congestion.png
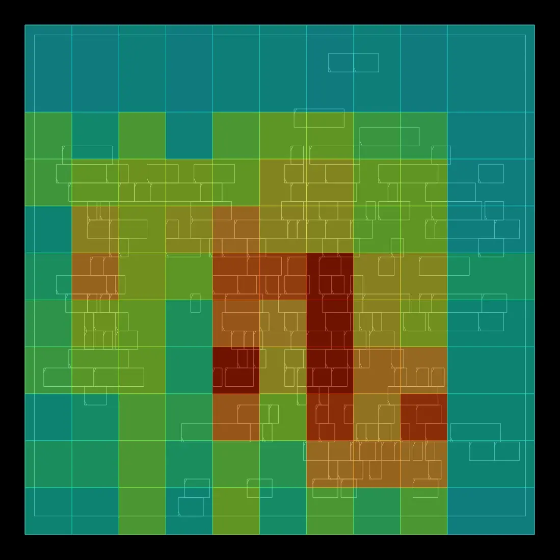
layer_met2.png
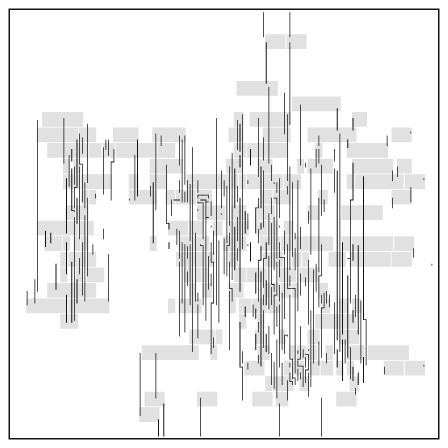
<file path="config.mk">
export PLATFORM = sky130hd
export DESIGN_NAME = traffic_intersection_ctrl
export DESIGN_NICKNAME = d
export VERILOG_FILES = /design/src/rtl/traffic_pkg.sv /design/src/rtl/traffic_phase_timer.sv /design/src/rtl/traffic_intersection_ctrl.sv
export SDC_FILE = /design/constraint.sdc
export NUM_CORES = 1
export LEC_CHECK = 0
export CORE_UTILIZATION = 25
export CTS_BUF_LIST = sky130_fd_sc_hd__clkbuf_4 sky130_fd_sc_hd__clkbuf_8
export DETAILED_ROUTE_END_ITERATION = 10
export GPL_TIMING_DRIVEN = 0
export PLACE_DENSITY_LB_ADDON = 0.15
export REMOVE_ABC_BUFFERS = 1
export SYNTH_ARGS = -nofsm -noshare
export SYNTH_HDL_FRONTEND = slang
export SYNTH_SLANG_ARGS = --single-unit
export TNS_END_PERCENT = 50
</file>
<file path="constraint.sdc">
create_clock -name clk -period 2.25 [get_ports clk]
set_clock_uncertainty 0.2 [all_clocks]
set_input_delay 0.225 -clock clk [delete_from_list [all_inputs] [get_ports clk]]
set_output_delay 0.225 -clock clk [all_outputs]
set_load 0.03 [all_outputs]
</file>
<file path="src/rtl/traffic_pkg.sv">
// traffic_pkg: state codes, lamp-vector indices and lamp decode for the intersection controller
package traffic_pkg;
  typedef enum logic [2:0] {AR_NS, NS_G, NS_Y, AR_EW, EW_G, EW_Y, PED, FLASH} state_t;
  localparam int L_NS_RED = 0;
  localparam int L_NS_YEL = 1;
  localparam int L_NS_GRN = 2;
  localparam int L_EW_RED = 3;
  localparam int L_EW_YEL = 4;
  localparam int L_EW_GRN = 5;
  localparam int L_WALK   = 6;
  localparam int L_N      = 7;
  function automatic logic [L_N-1:0] state_to_lamps(state_t s, logic blink);
    logic [L_N-1:0] l;
    l[L_NS_RED] = !(s inside {NS_G, NS_Y, FLASH});
    l[L_NS_YEL] = s == NS_Y || (s == FLASH && blink);
    l[L_NS_GRN] = s == NS_G;
    l[L_EW_RED] = !(s inside {EW_G, EW_Y, FLASH});
    l[L_EW_YEL] = s == EW_Y || (s == FLASH && blink);
    l[L_EW_GRN] = s == EW_G;
    l[L_WALK]   = s == PED;
    return l;
  endfunction
endpackage

</file>
<file path="src/rtl/traffic_phase_timer.sv">
// traffic_phase_timer: phase counter that flags the last cycle of a phase of length limit
module traffic_phase_timer #(
  parameter int CNT_W = 8
) (
  input  logic             clk,
  input  logic             rst,
  input  logic             load,
  input  logic [CNT_W-1:0] limit,
  output logic             done
);
  logic [CNT_W-1:0] cnt;
  assign done = cnt == limit - CNT_W'(1);
  // count up, restarting on every phase boundary
  always_ff @(posedge clk)
    cnt <= (rst || load) ? '0 : cnt + CNT_W'(1);
  assert property (@(posedge clk) disable iff (rst) cnt <= limit - CNT_W'(1));
endmodule

</file>
<file path="src/rtl/traffic_intersection_ctrl.sv">
// traffic_intersection_ctrl: NS/EW intersection sequencer with all-red clearance, pedestrian walk and night flashing mode
module traffic_intersection_ctrl
  import traffic_pkg::*;
#(
  parameter int CNT_W    = 8,
  parameter int T_GREEN  = 32,
  parameter int T_YELLOW = 6,
  parameter int T_ALLRED = 2,
  parameter int T_PED    = 16,
  parameter int T_FLASH  = 8
) (
  input  logic       clk,
  input  logic       rst,
  input  logic       ped_req,
  input  logic       night_mode,
  output logic       ns_red,
  output logic       ns_yellow,
  output logic       ns_green,
  output logic       ew_red,
  output logic       ew_yellow,
  output logic       ew_green,
  output logic       walk,
  output logic       ped_pending,
  output logic [2:0] state_o
);
  localparam int T_MAX = 2 ** CNT_W - 1;
  if (T_GREEN < 1 || T_GREEN > T_MAX || T_YELLOW < 1 || T_YELLOW > T_MAX ||
      T_ALLRED < 1 || T_ALLRED > T_MAX || T_PED < 1 || T_PED > T_MAX ||
      T_FLASH < 1 || T_FLASH > T_MAX) begin : g_range
    $error("traffic_intersection_ctrl: phase durations must lie in 1..2**CNT_W-1");
  end
  state_t state, nxt;
  logic done, blink, blink_nxt, resume_ew, enter_ped;
  logic [CNT_W-1:0] limit;
  logic [L_N-1:0] lamps;
  // every phase, and every FLASH half-period, ends on done, so done doubles as the restart
  traffic_phase_timer #(.CNT_W(CNT_W)) u_timer (
    .clk  (clk),
    .rst  (rst),
    .load (done),
    .limit(limit),
    .done (done)
  );
  // duration of the current state
  always_comb
    limit = (state == AR_NS || state == AR_EW) ? CNT_W'(T_ALLRED) :
            (state == NS_G  || state == EW_G)  ? CNT_W'(T_GREEN)  :
            (state == NS_Y  || state == EW_Y)  ? CNT_W'(T_YELLOW) :
            (state == PED)                     ? CNT_W'(T_PED)    : CNT_W'(T_FLASH);
  // next state: all-red ends choose night, then pedestrian, then the ring
  always_comb begin
    nxt = state;
    if (done)
      case (state)
        AR_NS:   nxt = night_mode ? FLASH : ped_pending ? PED : NS_G;
        NS_G:    nxt = NS_Y;
        NS_Y:    nxt = AR_EW;
        AR_EW:   nxt = night_mode ? FLASH : ped_pending ? PED : EW_G;
        EW_G:    nxt = EW_Y;
        EW_Y:    nxt = AR_NS;
        PED:     nxt = resume_ew ? EW_G : NS_G;
        default: nxt = night_mode ? FLASH : AR_NS;
      endcase
  end
  assign enter_ped = nxt == PED && state != PED;
  assign blink_nxt = (nxt == FLASH && state != FLASH) ? 1'b1 :
                     (state == FLASH && done)         ? ~blink : blink;
  // state, request latches and lamps registered together so outputs track state exactly
  always_ff @(posedge clk)
    if (rst) begin
      state       <= AR_NS;
      blink       <= 1'b0;
      ped_pending <= 1'b0;
      resume_ew   <= 1'b0;
      lamps       <= state_to_lamps(AR_NS, 1'b0);
    end else begin
      state       <= nxt;
      blink       <= blink_nxt;
      ped_pending <= enter_ped ? 1'b0 : (state != PED && ped_req) ? 1'b1 : ped_pending;
      resume_ew   <= enter_ped ? state == AR_EW : (state == FLASH && nxt == AR_NS) ? 1'b0 : resume_ew;
      lamps       <= state_to_lamps(nxt, blink_nxt);
    end
  assign ns_red    = lamps[L_NS_RED];
  assign ns_yellow = lamps[L_NS_YEL];
  assign ns_green  = lamps[L_NS_GRN];
  assign ew_red    = lamps[L_EW_RED];
  assign ew_yellow = lamps[L_EW_YEL];
  assign ew_green  = lamps[L_EW_GRN];
  assign walk      = lamps[L_WALK];
  assign state_o   = state;
  assert property (@(posedge clk) disable iff (rst) !(ns_green && ew_green));
  assert property (@(posedge clk) disable iff (rst) state != FLASH |-> !(ns_green && ew_yellow) && !(ns_yellow && ew_green));
  assert property (@(posedge clk) disable iff (rst) walk |-> state == PED);
endmodule

</file>
==> job_summary.md <==
### Metrics collected by this job

| Metric | Value |
|---|---|
| Status | finished clean |
| Critical Path Start | state_o[1] |
| Post-Route WL | 3450 um |
| CP delay by family, top | AND-OR/OR-AND gates |
| Drt drc | 0 |
| Pre-antenna DRT Iters | 4 |
| Die width | 74.9 um |
| # setup viols final | 0 |
| Post-DP HPWL | between 2000 and 2500 um |
| M1 wire length | 1530 um |
| Die Y | 74.9 um |
| Max reg flops | 8 |
| Vias in the first global route | 1143 |
| Simple share | 26.3% |
| Reg2Reg Setup Slack | 0.06 ns |
| Worst Tran Pin Value | ~0.46 ns |
| Crit path largest cell delay | 0.46 ns |
| Cts bufs inserted | 3 |
| Gates resized, CTS repair | 9 |
| MI comb area | 825 um2 |
| Synth-to-Final Area Change | 20.2% |
| Yosys stat cell total | 153 |
| NonClk Buf Share | 11.6% |
| Worst setup path end | lamps[0] |
| Final Instance Area | 0.00160 mm2 |
| Largest cell class by area | logic gates |
| Global-route wire length before repair | 5480 um |
| Most instantiated library cell after synthesis | dfxtp_1 |
| Sequential share of the synthesized area | 31.6% |
| Routability cong. | 0.902 |
| Signal buffers | 20 |
| RSZ-0062 raised after global routing | false |
| Fillers | about 560 |
| Critical-path cell list | buf_4 -> nand2_1 -> nor2_1 -> a222oi_1 -> nand3_2 -> and2_4 -> o32a_1 |
| Hold path endpoint | u_timer.cnt[0] |
| RR Endpoint | lamps[0] |
| Placed Cells | 226 |
| Routed wl met3 | 133 um |
| Via Count | 1198 |
| GRT Residual Overflow | 0 |
| Initial DRC count | 107 |
| Slowest CP cell | a222oi_1 |
| Fin Setup TNS | 0 ns |
| Power Total | about 2 mW |
| CP Depth | 7 |
| Peak supply drop | 0.440 mV |
| H-tree Lvls | 1 |
| Ant diodes | 0 |
| Chip area | 0.00561 mm2 |
| Top Consumer | combinational logic |
| Crit. End Element | flip-flop |
| Worst Hold Depth | 1 |
| Post-layout min period | 2.19 ns |
| Critical path fanouts, max | 11 |
| Area leader share | 31.6% |
| RR Startpoint | state_o[1] |
| Max_cap viols | 0 |
| Commonest Layout Cell | nor2_1 |
| Setup Buffers After CTS | 1 |
| CP Launch Type | flip-flop |
| Worst setup path class | flip-flop to flip-flop |
| Reg power frac | 28.7% |
| Clock network power | 251 uW |
| LEAKAGE | 0.545 nW |
| Req. time, crit path | 2.21 ns |
| Comb power frac | 59.1% |
| Combinational power | between 1 and 1.5 mW |
| Fmax | 456 MHz |
| Synth cell types | 53 |
| Sw Ratio | 46.8% |
| Ports | 15 |
| Rel. slew slack | 69.3% |
-- congestion.png (at the start) --
final core utilization: 31.3%
met1 Usage GRT: 16.1%
grt peak-use layer: met2
total track usage: 13.1%
Wirelength per Cell: 14.6 um

-- layer_met2.png (at the start) --
nets with wire on the layer = 147
longest straight run = 38.1 um
share of all routed wire = 50%
main direction = vertical

Power figures rest on the tool's default switching activity, not on a simulated workload.
